<file path="src/rtl/collatz_range_engine.sv">
// Collatz sequence-length engine: computes lengths for a block of consecutive
// start values, one iteration per clock, and serves them back from a RAM.
module collatz_range_engine #(
  parameter int RAM_WORDS     = 256,
  parameter int RAM_ADDR_BITS = 8,
  parameter int N_BITS        = 32,
  parameter int COUNT_BITS    = 16
) (
  input  logic                  clk,
  input  logic                  reset,
  input  logic                  go,
  input  logic [N_BITS-1:0]     start,
  output logic                  done,
  output logic [COUNT_BITS-1:0] count
);

  typedef enum logic [2:0] {
    IDLE,
    LOAD,
    ITER,
    WRITE,
    DONE
  } state_t;

  localparam logic [COUNT_BITS-1:0]    LEN_MAX  = '1;
  localparam logic [RAM_ADDR_BITS-1:0] LAST_IDX = RAM_ADDR_BITS'(RAM_WORDS - 1);

  state_t                   state;
  state_t                   state_next;
  logic                     go_q;
  logic                     trigger;
  logic [N_BITS-1:0]        base;
  logic [N_BITS-1:0]        n;
  logic [N_BITS-1:0]        sum;
  logic [N_BITS-1:0]        n_step;
  logic [COUNT_BITS-1:0]    len;
  logic [RAM_ADDR_BITS-1:0] idx;
  logic [RAM_ADDR_BITS-1:0] rd_addr;
  logic                     iter_stop;
  logic                     last_word;
  logic [COUNT_BITS-1:0]    ram [RAM_WORDS];

  assign trigger   = go & ~go_q;
  assign sum       = base + N_BITS'(idx);
  assign iter_stop = (n == N_BITS'(1)) || (len == LEN_MAX);
  assign last_word = (idx == LAST_IDX);
  assign n_step    = n[0] ? (n + (n << 1) + N_BITS'(1)) : (n >> 1);

  // Read indices beyond the stored block wrap around onto it.
  assign rd_addr = RAM_ADDR_BITS'(int'(start[RAM_ADDR_BITS-1:0]) % RAM_WORDS);

  always_ff @(posedge clk or posedge reset) begin
    if (reset) begin
      state <= IDLE;
    end else begin
      state <= state_next;
    end
  end

  always_comb begin
    state_next = state;
    case (state)
      IDLE, DONE: if (trigger) state_next = LOAD;
      LOAD:       state_next = (sum == '0) ? WRITE : ITER;
      ITER:       if (iter_stop) state_next = WRITE;
      WRITE:      state_next = last_word ? DONE : LOAD;
      default:    state_next = IDLE;
    endcase
  end

  always_ff @(posedge clk or posedge reset) begin
    if (reset) begin
      go_q  <= 1'b0;
      base  <= '0;
      idx   <= '0;
      n     <= '0;
      len   <= '0;
      done  <= 1'b0;
      count <= '0;
    end else begin
      go_q  <= go;
      count <= (state == DONE) ? ram[rd_addr] : '0;
      case (state)
        IDLE, DONE: begin
          if (trigger) begin
            base <= start;
            idx  <= '0;
            done <= 1'b0;
          end
        end
        LOAD: begin
          n   <= sum;
          len <= (sum == '0) ? '0 : COUNT_BITS'(1);
        end
        ITER: begin
          if (!iter_stop) begin
            n   <= n_step;
            len <= len + COUNT_BITS'(1);
          end
        end
        WRITE: begin
          if (last_word) begin
            done <= 1'b1;
          end else begin
            idx <= idx + RAM_ADDR_BITS'(1);
          end
        end
        default: ;
      endcase
    end
  end

  // The result RAM is deliberately not reset so it can map onto block RAM.
  always_ff @(posedge clk) begin
    if (state == WRITE) begin
      ram[idx] <= len;
    end
  end

endmodule

</file>
<file path="config.mk">
export PLATFORM = sky130hd
export DESIGN_NAME = collatz_range_engine
export DESIGN_NICKNAME = d
export VERILOG_FILES = /design/src/rtl/collatz_range_engine.sv
export SDC_FILE = /design/constraint.sdc
export NUM_CORES = 2
export LEC_CHECK = 0
export CAP_MARGIN = 20
export CORE_MARGIN = 2
export CORE_UTILIZATION = 50
export DETAILED_ROUTE_END_ITERATION = 6
export PLACE_DENSITY = 0.65
export SYNTH_ARGS = -nofsm -noshare
export SYNTH_HDL_FRONTEND = slang
export SYNTH_SLANG_ARGS = --single-unit
</file>
<file path="constraint.sdc">
create_clock -name clk -period 18.5 [get_ports clk]
set_clock_uncertainty 0.15 [all_clocks]
set_input_delay 3.7 -clock clk [delete_from_list [all_inputs] [get_ports clk]]
set_output_delay 3.7 -clock clk [all_outputs]
set_load 0.02 [all_outputs]
</file>
==> images/placed.png <==
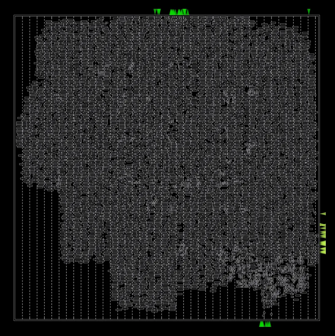
Core Util, Final: 56.6%
non-filler cells, final: 12200
fill cell count: 23400
flop count: 4205
Well Taps: 4346

==> images/util_map.png <==
(0.5 px per um) The die is cut into 29 by 29 equal tiles; dark blue is low, red is high, 0 to 100% covered.
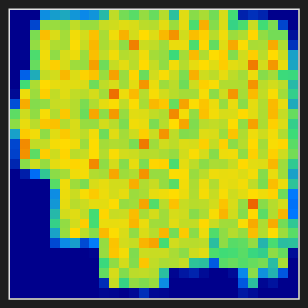
mean over tiles	54%
fullest tile	88%
tiles over 75% full	13%
nearly empty tiles	15%
emptiest ninth of the die	lower left
Core ar.: 327000 um^2
FP Util: 50.2%

==> images/port_trees.png <==
(1 px per um)
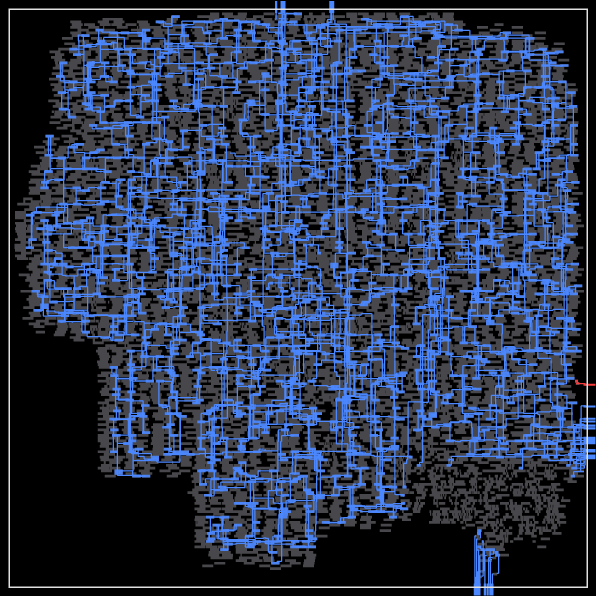
port	colour	bits	direction	edge	end cells	buffers	wire
`reset`	red	1	input	right	1	1	14.7 um
`start`	blue	32	input	15 right, 10 bottom, 7 top	1410	83	50.7 mm

[cell usage after synthesis, drive strengths merged (27+ instances only)]
master / n / area [um^2]
xnor2: 37 / 324
ha: 60 / 751
mux2: 27 / 304
clkbuf: 239 / 897
nor2: 321 / 1200
o21ai: 53 / 265
edfxtp: 4096 / 123000
mux4: 1344 / 30300
mux2i: 37 / 370
dfrtp: 109 / 2730
nand2: 76 / 285
buf: 140 / 628
xor2: 33 / 289
nand3: 40 / 200
inv: 49 / 184
a21oi: 42 / 210
[critical path: stages]
cell     delay, ps
buf_16         490
buf_4          700
buf_4          840
buf_12         710
mux4_2         660
mux4_2         570
mux4_2         560
mux2i_1        210
o22ai_1        120
[cells in the final DEF, fill, tap and decap left out, drive strengths merged, types with 25 or more instances in the layout]
master	synthesis	routed
edfxtp	4096	4096
mux4	1344	1344
clkbuf	239	518
buf	140	401
nor2	321	321
clkinv	1	185
dfrtp	109	109
nand2	76	76
inv	49	67
ha	60	60
o21ai	53	53
clkdlybuf4s50	0	44
a21oi	42	42
nand3	40	40
xnor2	37	37
mux2i	37	37
xor2	33	33
bufinv	0	32
mux2	27	27
nor3	25	25
[layout make-up]
class                      count  area, um^2
fill                       23400      142000
sequential                  4205      126000
multi-input combinational   2332       36600
clock buffer                 518       11000
tap                         4346        5440
timing repair buffer         445        3760
clock inverter               244        2200
inverter                      50         193
antenna                       11        27.5
[power by group]
group | total [mW] | switching [mW] | internal [mW]
clock network | 8.23 | 3.57 | 4.66
logic | 1.72 | 1.09 | 0.630
registers | 10.9 | 0.199 | 10.7
total | 20.8 | 4.85 | 16.0
[state kept, by name (all words and copies together), names as in the netlist, named ones only]
| name | count |
|---|---|
| state | 3 |
| base | 32 |
| n | 31 |
| count | 16 |
| done | 1 |
| ram | 4096 |
| len | 16 |
| go_q | 1 |
| idx | 8 |
==> run_results.csv <==
group,metric,value,unit
critical_path,rrSetupSlack,14020,ps
placed_design,dp_hpwl,236000,um
detailed_routing,wl_met1,164000,um
floorplan,ios,52,
worst_hold_path,hold_path_class,"flop to flop",
sta,rsz0062_at_grt,"no",
layout,layout.nets,7549,
grt,grt_max_degree,196,
cts,clkLatencyLatePin,960,ps
grt,grtUsageMet1,35.8,%
sta,timing.slew.headroom,19.6,%
grt,grt_pass1_vias,77600,
synth,ys.flop_type,"edfxtp_1",
pwr,ir_worst_vdd,0.0912,mV
sta,max_slew.worst_pin.slew,1210,ps
synth,mux_area_share,18.9,%
placed_design,place_ws,9130,ps
placed_design,placedCellCount,11400,
synth,syn_area,164000,um^2
critical_path,cp.required,19180,ps
grt,grt_usage,24.9,%
cts,cts_tree,"done",
synth,yosys.area_share.xor_xnor,0.374,%
synth,ys_top_logic_family,"multiplexers",
sta,whs,365,ps
grt,antenna_found_initial,18,
critical_path,worstSetupEndpointType,"flop",
sta,report.final.slew_viol_count,0,
sta,finalHoldViolCount,0,
sta,fmax,121,MHz
synth,aoi_share,0.939,%
synth,ys_seq_share,76.8,%
grt,use_met3,3.98,%
floorplan,row_count,210,
placed_design,gp_congestion,0.834,
sta,layout_setup_ws,10240,ps
cts,hold_buffers,0,
placed_design,portBuffers,51,
cts,clockBufferDepth,4,
critical_path,endpoint,"count[2]$_DFF_PP0_",
detailed_routing,finalWirelength,414000,um
synth,syn_area_per_cell,23.5,um^2
placed_design,postPlaceCellArea,172000,um^2
grt,grt-ovfl-total,0,
layout,layout-drive-gt1-share,31.3,%
worst_hold_path,hp-start,"base[4]$_DFFE_PP0P_",
floorplan,chip_area,332000,um^2
pwr,power_density,113,nW/um^2
grt,top_usage_layer,"met2",
detailed_routing,ant_nets,0,
layout,syn_to_final_growth,12.9,%
critical_path,r2r-start,"n[0]$_DFFE_PP0P_",
synth,ys_warn_count,0,
floorplan,dieWidth,576,um
synth,synthArstFlopShare,2.59,%
grt,grt_pass1_wl,586000,um
synth,ys_sh_simple,1.52,%
cts,cts_setup_buffers,0,
cts,clock-sinks,4205,
detailed_routing,wl_met2,200000,um
detailed_routing,via_count,77600,
cts,cts.htree.levels,5,
sta,tns,0,ps
cts,cts_buffers,418,
critical_path,r2r-end,"n[31]$_DFFE_PP0P_",
outcome,outcome,"completed",
synth,syn_inst,6966,
synth,ys_chip_area,164000,um^2
critical_path,setup.worst_path.start,"start[0]",
worst_hold_path,min_path_cells,1,
worst_hold_path,holdPathEnd,"base[4]$_DFFE_PP0P_",
detailed_routing,vias_per_cell,6.39,
floorplan,die_h,576,um
critical_path,worstSetupStartpointType,"primary input",
cts,cts_resized,0,
cts,root_buffer,"clkbuf_16",
sta,finalSetupViolCount,0,
Power figures rest on the tool's default switching activity, not on a simulated workload.
